[src/rtl/mem_bus_if.sv]
// Bus-side handshake between the memory controller and the bus slave.
interface mem_bus_if;
   logic        bus_req;
   logic [3:0]  bus_we;
   logic [31:0] bus_addr;
   logic [31:0] bus_wdata;
   logic        bus_ack;
   logic [31:0] bus_rdata;

   modport master (
      output bus_req, bus_we, bus_addr, bus_wdata,
      input  bus_ack, bus_rdata
   );

   modport slave (
      input  bus_req, bus_we, bus_addr, bus_wdata,
      output bus_ack, bus_rdata
   );
endinterface

[src/rtl/mem_bus_ctrl.sv]
// Memory-stage bus controller: turns a MEM-stage access into a single bus
// transaction, stalling the pipeline until the slave acks or the access times out.
//
// state | meaning
// IDLE  | no access pending; a valid ram_en starts one (stall raised same cycle)
// REQ   | bus_req held with latched address/strobes/data until ack or timeout
// DONE  | one-cycle result: read_valid or bus_error, pipeline released
module mem_bus_ctrl #(
   parameter int TIMEOUT = 255
) (
   input  logic        clk,
   input  logic        rst_n,
   input  logic        ram_en,
   input  logic [3:0]  ram_write_en,
   input  logic [31:0] ram_addr,
   input  logic [31:0] ram_write_data,
   input  logic        addr_err,
   input  logic        flush,
   mem_bus_if.master   bus,
   output logic        stall_req,
   output logic [31:0] read_data,
   output logic        read_valid,
   output logic        bus_error
);

   localparam int CW = (TIMEOUT > 1) ? $clog2(TIMEOUT) : 1;
   localparam logic [CW-1:0] CNT_TC = CW'(TIMEOUT - 1);

   typedef enum logic [1:0] {
      IDLE = 2'd0,
      REQ  = 2'd1,
      DONE = 2'd2
   } state_t;

   state_t      state_q, state_d;
   logic [31:0] addr_q, addr_d;
   logic [3:0]  we_q, we_d;
   logic [31:0] wdata_q, wdata_d;
   logic [31:0] rdata_q, rdata_d;
   logic [CW-1:0] cnt_q, cnt_d;
   logic        err_q, err_d;
   logic        discard_q, discard_d;
   logic        bus_req_c;
   logic        start;

   // rst_n is folded in so stall_req stays low while reset is held,
   // even if ram_en is already asserted.
   assign start = ram_en & ~addr_err & ~flush & rst_n;

   // State and latched access registers.
   always_ff @(posedge clk or negedge rst_n) begin
      if (!rst_n) begin
         state_q   <= IDLE;
         addr_q    <= '0;
         we_q      <= '0;
         wdata_q   <= '0;
         rdata_q   <= '0;
         cnt_q     <= '0;
         err_q     <= 1'b0;
         discard_q <= 1'b0;
      end else begin
         state_q   <= state_d;
         addr_q    <= addr_d;
         we_q      <= we_d;
         wdata_q   <= wdata_d;
         rdata_q   <= rdata_d;
         cnt_q     <= cnt_d;
         err_q     <= err_d;
         discard_q <= discard_d;
      end
   end

   // Next-state, register updates and state-decoded outputs.
   always_comb begin
      state_d    = state_q;
      addr_d     = addr_q;
      we_d       = we_q;
      wdata_d    = wdata_q;
      rdata_d    = rdata_q;
      cnt_d      = cnt_q;
      err_d      = err_q;
      discard_d  = discard_q;
      stall_req  = 1'b0;
      bus_req_c  = 1'b0;
      read_valid = 1'b0;
      bus_error  = 1'b0;

      unique case (state_q)
         IDLE: begin
            if (start) begin
               stall_req = 1'b1;
               addr_d    = ram_addr;
               we_d      = ram_write_en;
               wdata_d   = ram_write_data;
               cnt_d     = '0;
               err_d     = 1'b0;
               discard_d = 1'b0;
               state_d   = REQ;
            end
         end
         REQ: begin
            stall_req = 1'b1;
            bus_req_c = 1'b1;
            // A flush cannot abort a bus transfer already in flight; the
            // result is simply dropped when it arrives.
            if (flush) discard_d = 1'b1;
            if (bus.bus_ack) begin
               if (we_q == 4'b0000) rdata_d = bus.bus_rdata;
               state_d = DONE;
            end else if (cnt_q == CNT_TC) begin
               err_d   = 1'b1;
               rdata_d = '0;
               state_d = DONE;
            end else begin
               cnt_d = cnt_q + 1'b1;
            end
         end
         DONE: begin
            read_valid = (we_q == 4'b0000) & ~err_q & ~discard_q;
            bus_error  = err_q;
            // ram_en is still high here for the same instruction; ignore it.
            state_d    = IDLE;
         end
         default: state_d = IDLE;
      endcase
   end

   assign bus.bus_req   = bus_req_c;
   assign bus.bus_we    = bus_req_c ? we_q : 4'b0000;
   assign bus.bus_addr  = addr_q;
   assign bus.bus_wdata = wdata_q;
   assign read_data     = rdata_q;

endmodule

[src/flat_wrapper.sv]
// flat-port wrapper written by rule: the top's interface ports become plain ports
module mem_bus_ctrl_flat 
#(
   parameter int TIMEOUT = 255
)
  (clk, rst_n, ram_en, ram_write_en, ram_addr, ram_write_data, addr_err, flush, stall_req, read_data, read_valid, bus_error, bus_bus_req, bus_bus_we, bus_bus_addr, bus_bus_wdata, bus_bus_ack, bus_bus_rdata);
  mem_bus_if bus_i ();
  input  logic clk;
  input  logic rst_n;
  input  logic ram_en;
  input  logic [3:0] ram_write_en;
  input  logic [31:0] ram_addr;
  input  logic [31:0] ram_write_data;
  input  logic addr_err;
  input  logic flush;
  output logic stall_req;
  output logic [31:0] read_data;
  output logic read_valid;
  output logic bus_error;
  output wire logic [$bits(bus_i.bus_req)-1:0] bus_bus_req;
  output wire logic [$bits(bus_i.bus_we)-1:0] bus_bus_we;
  output wire logic [$bits(bus_i.bus_addr)-1:0] bus_bus_addr;
  output wire logic [$bits(bus_i.bus_wdata)-1:0] bus_bus_wdata;
  input wire logic [$bits(bus_i.bus_ack)-1:0] bus_bus_ack;
  input wire logic [$bits(bus_i.bus_rdata)-1:0] bus_bus_rdata;
  assign bus_bus_req = bus_i.bus_req;
  assign bus_bus_we = bus_i.bus_we;
  assign bus_bus_addr = bus_i.bus_addr;
  assign bus_bus_wdata = bus_i.bus_wdata;
  assign bus_i.bus_ack = bus_bus_ack;
  assign bus_i.bus_rdata = bus_bus_rdata;
  mem_bus_ctrl #(.TIMEOUT(TIMEOUT)) u_core (.clk(clk), .rst_n(rst_n), .ram_en(ram_en), .ram_write_en(ram_write_en), .ram_addr(ram_addr), .ram_write_data(ram_write_data), .addr_err(addr_err), .flush(flush), .bus(bus_i), .stall_req(stall_req), .read_data(read_data), .read_valid(read_valid), .bus_error(bus_error));
endmodule
[config.mk]
export PLATFORM = sky130hd
export DESIGN_NAME = mem_bus_ctrl_flat
export DESIGN_NICKNAME = d
export VERILOG_FILES = /design/src/rtl/mem_bus_if.sv /design/src/rtl/mem_bus_ctrl.sv /design/src/flat_wrapper.sv
export SDC_FILE = /design/constraint.sdc
export NUM_CORES = 1
export LEC_CHECK = 0
export CAP_MARGIN = 10
export CELL_PAD_IN_SITES_DETAIL_PLACEMENT = 1
export CELL_PAD_IN_SITES_GLOBAL_PLACEMENT = 1
export CORE_ASPECT_RATIO = 1.2
export CORE_MARGIN = 3
export CORE_UTILIZATION = 34
export DETAILED_ROUTE_END_ITERATION = 10
export PLACE_DENSITY_LB_ADDON = 0.1
export SETUP_SLACK_MARGIN = 0.05
export SYNTH_ARGS = -nofsm -noshare
export SYNTH_HDL_FRONTEND = slang
export SYNTH_SLANG_ARGS = --single-unit
[constraint.sdc]
create_clock -name clk -period 4.8 [get_ports clk]
set_clock_uncertainty 0.05 [all_clocks]
set_input_delay 0.96 -clock clk [delete_from_list [all_inputs] [get_ports clk]]
set_output_delay 0.96 -clock clk [all_outputs]
set_load 0.02 [all_outputs]
closeup.png
Region (40, 76) to (70, 106) um. Cells in gray, sequential cells in the stronger gray; small squares are vias.
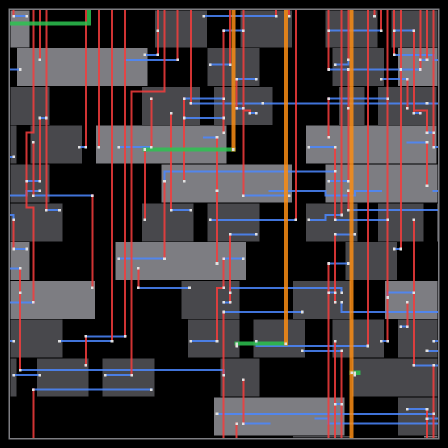
| layer | color |
|---|---|
| M4 | orange |
| M1 | blue |
| M3 | green |
| M2 | red |
most frequent: clkdlybuf4s50_1 (19), dfrtp_1 (8), mux2_2 (7)
cells with their middle in the window: 39
sequential cells in the window: 8
netlist names of flops here include: `u_core.bus.bus_addr` (8)

gates.png
Drawn at 4 px/um.
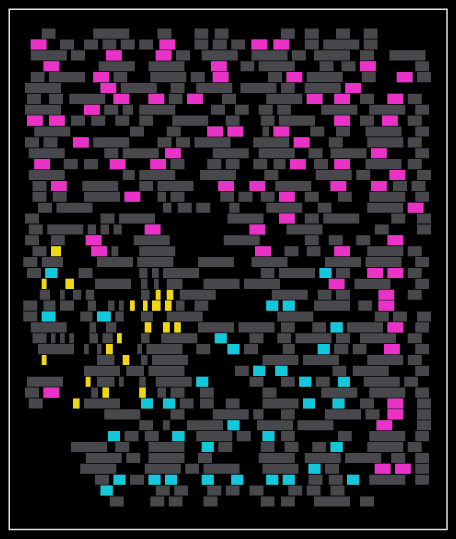
| family | color | cells |
|---|---|---|
| mux cells | magenta | 68 |
| non-inverting ao/oa cells | cyan | 35 |
| nand cells | yellow | 20 |
most common cell after layout, fill and taps aside: sky130_fd_sc_hd__clkdlybuf4s50_1
filler-free cell count of the finished design: 666
logic share of the area: 0.207

==> metrics.cfg <==
[setup_path]
critical_path_buf_inv_count=2
path_common_cell=sky130_fd_sc_hd__clkdlybuf4s50_1
worst_ep_required_time_ns=3.79
ff2ff_setup_slack_ns=2.76
critical_path_max_stage_delay_ns=0.60
r2r-start=u_core.state_q[0]
reg2reg_to=u_core.cnt_q[7]
critical_path.startpoint_type=primary input
critical_path_peak_fanout=2
critical_path_capture_point_type=output port
cpMaxStageDelayCell=sky130_fd_sc_hd__clkdlybuf4s50_1
worst-r2r-cell-count=5
timing.setup.critical_path_class=primary input to output port
path_cells=clkdlybuf4s50_1, nor4b_2, nand3b_1, nand2_1, clkdlybuf4s50_1
top_family_by_delay_on_critical_path=buffers and inverters
data_arrival_time_of_the_critical_path_ns=2.43

[pwr]
peakVddDrop_uv=201
power.static_leakage_nw=2.96
cellPowerDensity_nw_per_um2=465
power_mw=3.18

[layout]
finalNetCount=608
post_route_cells_drive_above_1_share=0.141
syn_to_final_growth_pct=57.8
num_antenna_cells=0
filler_cell_count=1232
layout.core_utilization=0.557
area.combinational_sq_um=1420
final_area_sq_um=6840
ff_latch_area_sq_um=2800

[sta]
finalSetupViolations=0
final.setup.worst_slack_ns=1.36
whs_ns=0.443
timing.final.hold_violations=0
slew_headroom=0.352
timing_max_transition_violations_final=0
grt_setup_unrepaired=false
timing.final.crit_share=0.716
max_frequency_mhz=291
fin_crit_ns=3.44
worst_pin_slew_ns=0.971
final.setup.tns_ns=0

[synthesis]
dominantRegCellSynth=sky130_fd_sc_hd__dfrtp_1
postSynthCellCount=293
mean_cell_area_of_the_mapped_netlist_sq_um=14.8
syn-cell-area_sq_um=4330
synth.yosys.seq_area_share=0.647
asyncSetResetFlopFracSynth=1.00
ys_chip_area_sq_um=4330
enable_flop_cells=0
topCellsByArea=sky130_fd_sc_hd__dfrtp_1 (65%), sky130_fd_sc_hd__mux2_2 (12%), sky130_fd_sc_hd__a22o_1 (6.7%)
yosysCellCount=293
synthDominantCellAreaShare=0.647
cell_type_contributing_the_most_total_cell_area_after_synthesis=sky130_fd_sc_hd__dfrtp_1
synth_nets=401
yosys_warnings=0
synth.ff_latch_count=112
netlist-cell-type-count=32

[die]
design.core.area_sq_um=12300
initial_core_util=0.353
dieHeight_um=130
io_pins=210
die_area_sq_um=14100
die-width_um=109
core.rowCount=44

[global_routing]
grt_start_max_net_pins=77
antenna_found_initial=0
number_of_global_route_vias_before_repair=3499
grt_first_pass_wirelength_um=19600
groute.usage.overall=0.182
globalRoute.totalOverflow=0

[worst_hold_path]
timing.hold.worst.class=flip-flop to flip-flop
hold_path_end=u_core.bus.bus_wdata[28]
timing.hold.worst.start=u_core.bus.bus_wdata[28]
count_of_cells_along_the_worst_hold_path=1

[clock_network]
cts_max_path_buffers=2
worst_setup_hold_path_clk_slew_ns=0.07
count_of_buffers_added_by_post_cts_timing_repair_for_setup=0
tritoncts_buffers=9
cts_sinks=112
postCtsHoldBufs=0
insertion_delay_of_the_later_clocked_pin_in_the_worst_skew_pair_ns=0.34
tritoncts_clock_tree=built
clock_h_tree_levels=3
cts_root_buf=sky130_fd_sc_hd__clkbuf_16
gates_resized_cts_repair=0

[detailed_routing]
route.detailed.drc=0
drt.antenna.violating_nets=0
drt-vias-per-instance=4.80
drt_pass1_iterations=4
postRouteWirelength_um=12700
drt_iter0_markers=114
wire_per_inst_um=19.1
dr_total_vias=3194

[placement]
estimated_wirelength_of_the_detail_placed_design_um=9220
placed_cell_area_sq_um=6560
gp_congestion=0.747
place_worst_setup_slack_ns=1.36
dp_cells=650
numPortBuffers=209

[run]
log.warning_count=27
max_cap_violations=0

[outcome]
outcome=complete, no violations

layout by cell type, fill, tap and decap left out, types with 2 or more instances in the layout:
cell type,n
sky130_fd_sc_hd__nand3_1,10
sky130_fd_sc_hd__nor4_1,2
sky130_fd_sc_hd__nor2_1,6
sky130_fd_sc_hd__a21oi_1,3
sky130_fd_sc_hd__mux2_1,21
sky130_fd_sc_hd__clkdlybuf4s50_1,208
sky130_fd_sc_hd__nand2_1,7
sky130_fd_sc_hd__clkbuf_16,9
sky130_fd_sc_hd__dfrtp_1,112
sky130_fd_sc_hd__clkinv_4,2
sky130_fd_sc_hd__and2_1,5
sky130_fd_sc_hd__inv_1,4
sky130_fd_sc_hd__clkinv_2,2
sky130_fd_sc_hd__buf_4,5
sky130_fd_sc_hd__o21ai_0,4
sky130_fd_sc_hd__ha_1,2
sky130_fd_sc_hd__a31oi_1,5
sky130_fd_sc_hd__and3_1,2
sky130_fd_sc_hd__a22o_1,33
sky130_fd_sc_hd__mux2_2,47
cell families (layout without fill, tap and decap cells):
group / after synthesis / count (layout) / synth area share
buffers and inverters: 21 / 233 / 0.0271
AND-OR/OR-AND: 50 / 50 / 0.0927
adder cells (fa/ha/maj): 2 / 2 / 0.00577
multiplexers: 68 / 68 / 0.177
AND/OR/NAND/NOR: 40 / 40 / 0.0508
flip-flops: 112 / 112 / 0.647
flip-flops by register name, summed over array words and instances, names as in the netlist:
signal	count
u_core.bus.bus_addr	32
u_core.bus.bus_wdata	32
u_core.read_data	32
u_core.cnt_q	8
u_core.we_q	4
u_core.state_q	2
u_core.discard_q	1
u_core.err_q	1
worst max-delay path by stage:
stage                  start        end  slack (ns)  cells past startpoint
finish                ram_en  stall_req        1.36                      5
global route          ram_en  stall_req        1.28                      5
CTS                   ram_en  stall_req        1.34                      5
detailed placement  addr_err  stall_req        1.36                      5
global placement    addr_err  stall_req        1.39                      5
floorplan           addr_err  stall_req        2.00                      5
per-layer routing:
metal,part of all wire,global-route usage
met1,0.38,0.207
met2,0.54,0.331
met3,0.071,0.0483
met4,0.015,0.0520
met5,0,0
report_power, final:
part / total (mW) / switching, mW / internal [mW]
Clock: 0.717 / 0.359 / 0.359
Sequential: 1.32 / 0.136 / 1.18
Combinational: 1.14 / 0.523 / 0.620
synth_stat cells (3+ instances only):
cell type                    n
sky130_fd_sc_hd__a31oi_1     5
sky130_fd_sc_hd__nand3_1    10
sky130_fd_sc_hd__nand2_1     7
sky130_fd_sc_hd__o21ai_0     4
sky130_fd_sc_hd__inv_1       4
sky130_fd_sc_hd__mux2_2     47
sky130_fd_sc_hd__mux2_1     21
sky130_fd_sc_hd__buf_2      10
sky130_fd_sc_hd__a22o_1     33
sky130_fd_sc_hd__clkbuf_1    3
sky130_fd_sc_hd__a21oi_1     3
sky130_fd_sc_hd__buf_6       3
sky130_fd_sc_hd__nor2_1      6
sky130_fd_sc_hd__and2_1      5
sky130_fd_sc_hd__dfrtp_1   112
cell type report:
cell class	count	area share
sequential	112	0.410
tap	161	0.0295
inverter	4	0.00220
clock inverter	7	0.00805
multi-input combinational	160	0.207
timing repair buffer	213	0.310
clock buffer	9	0.0329
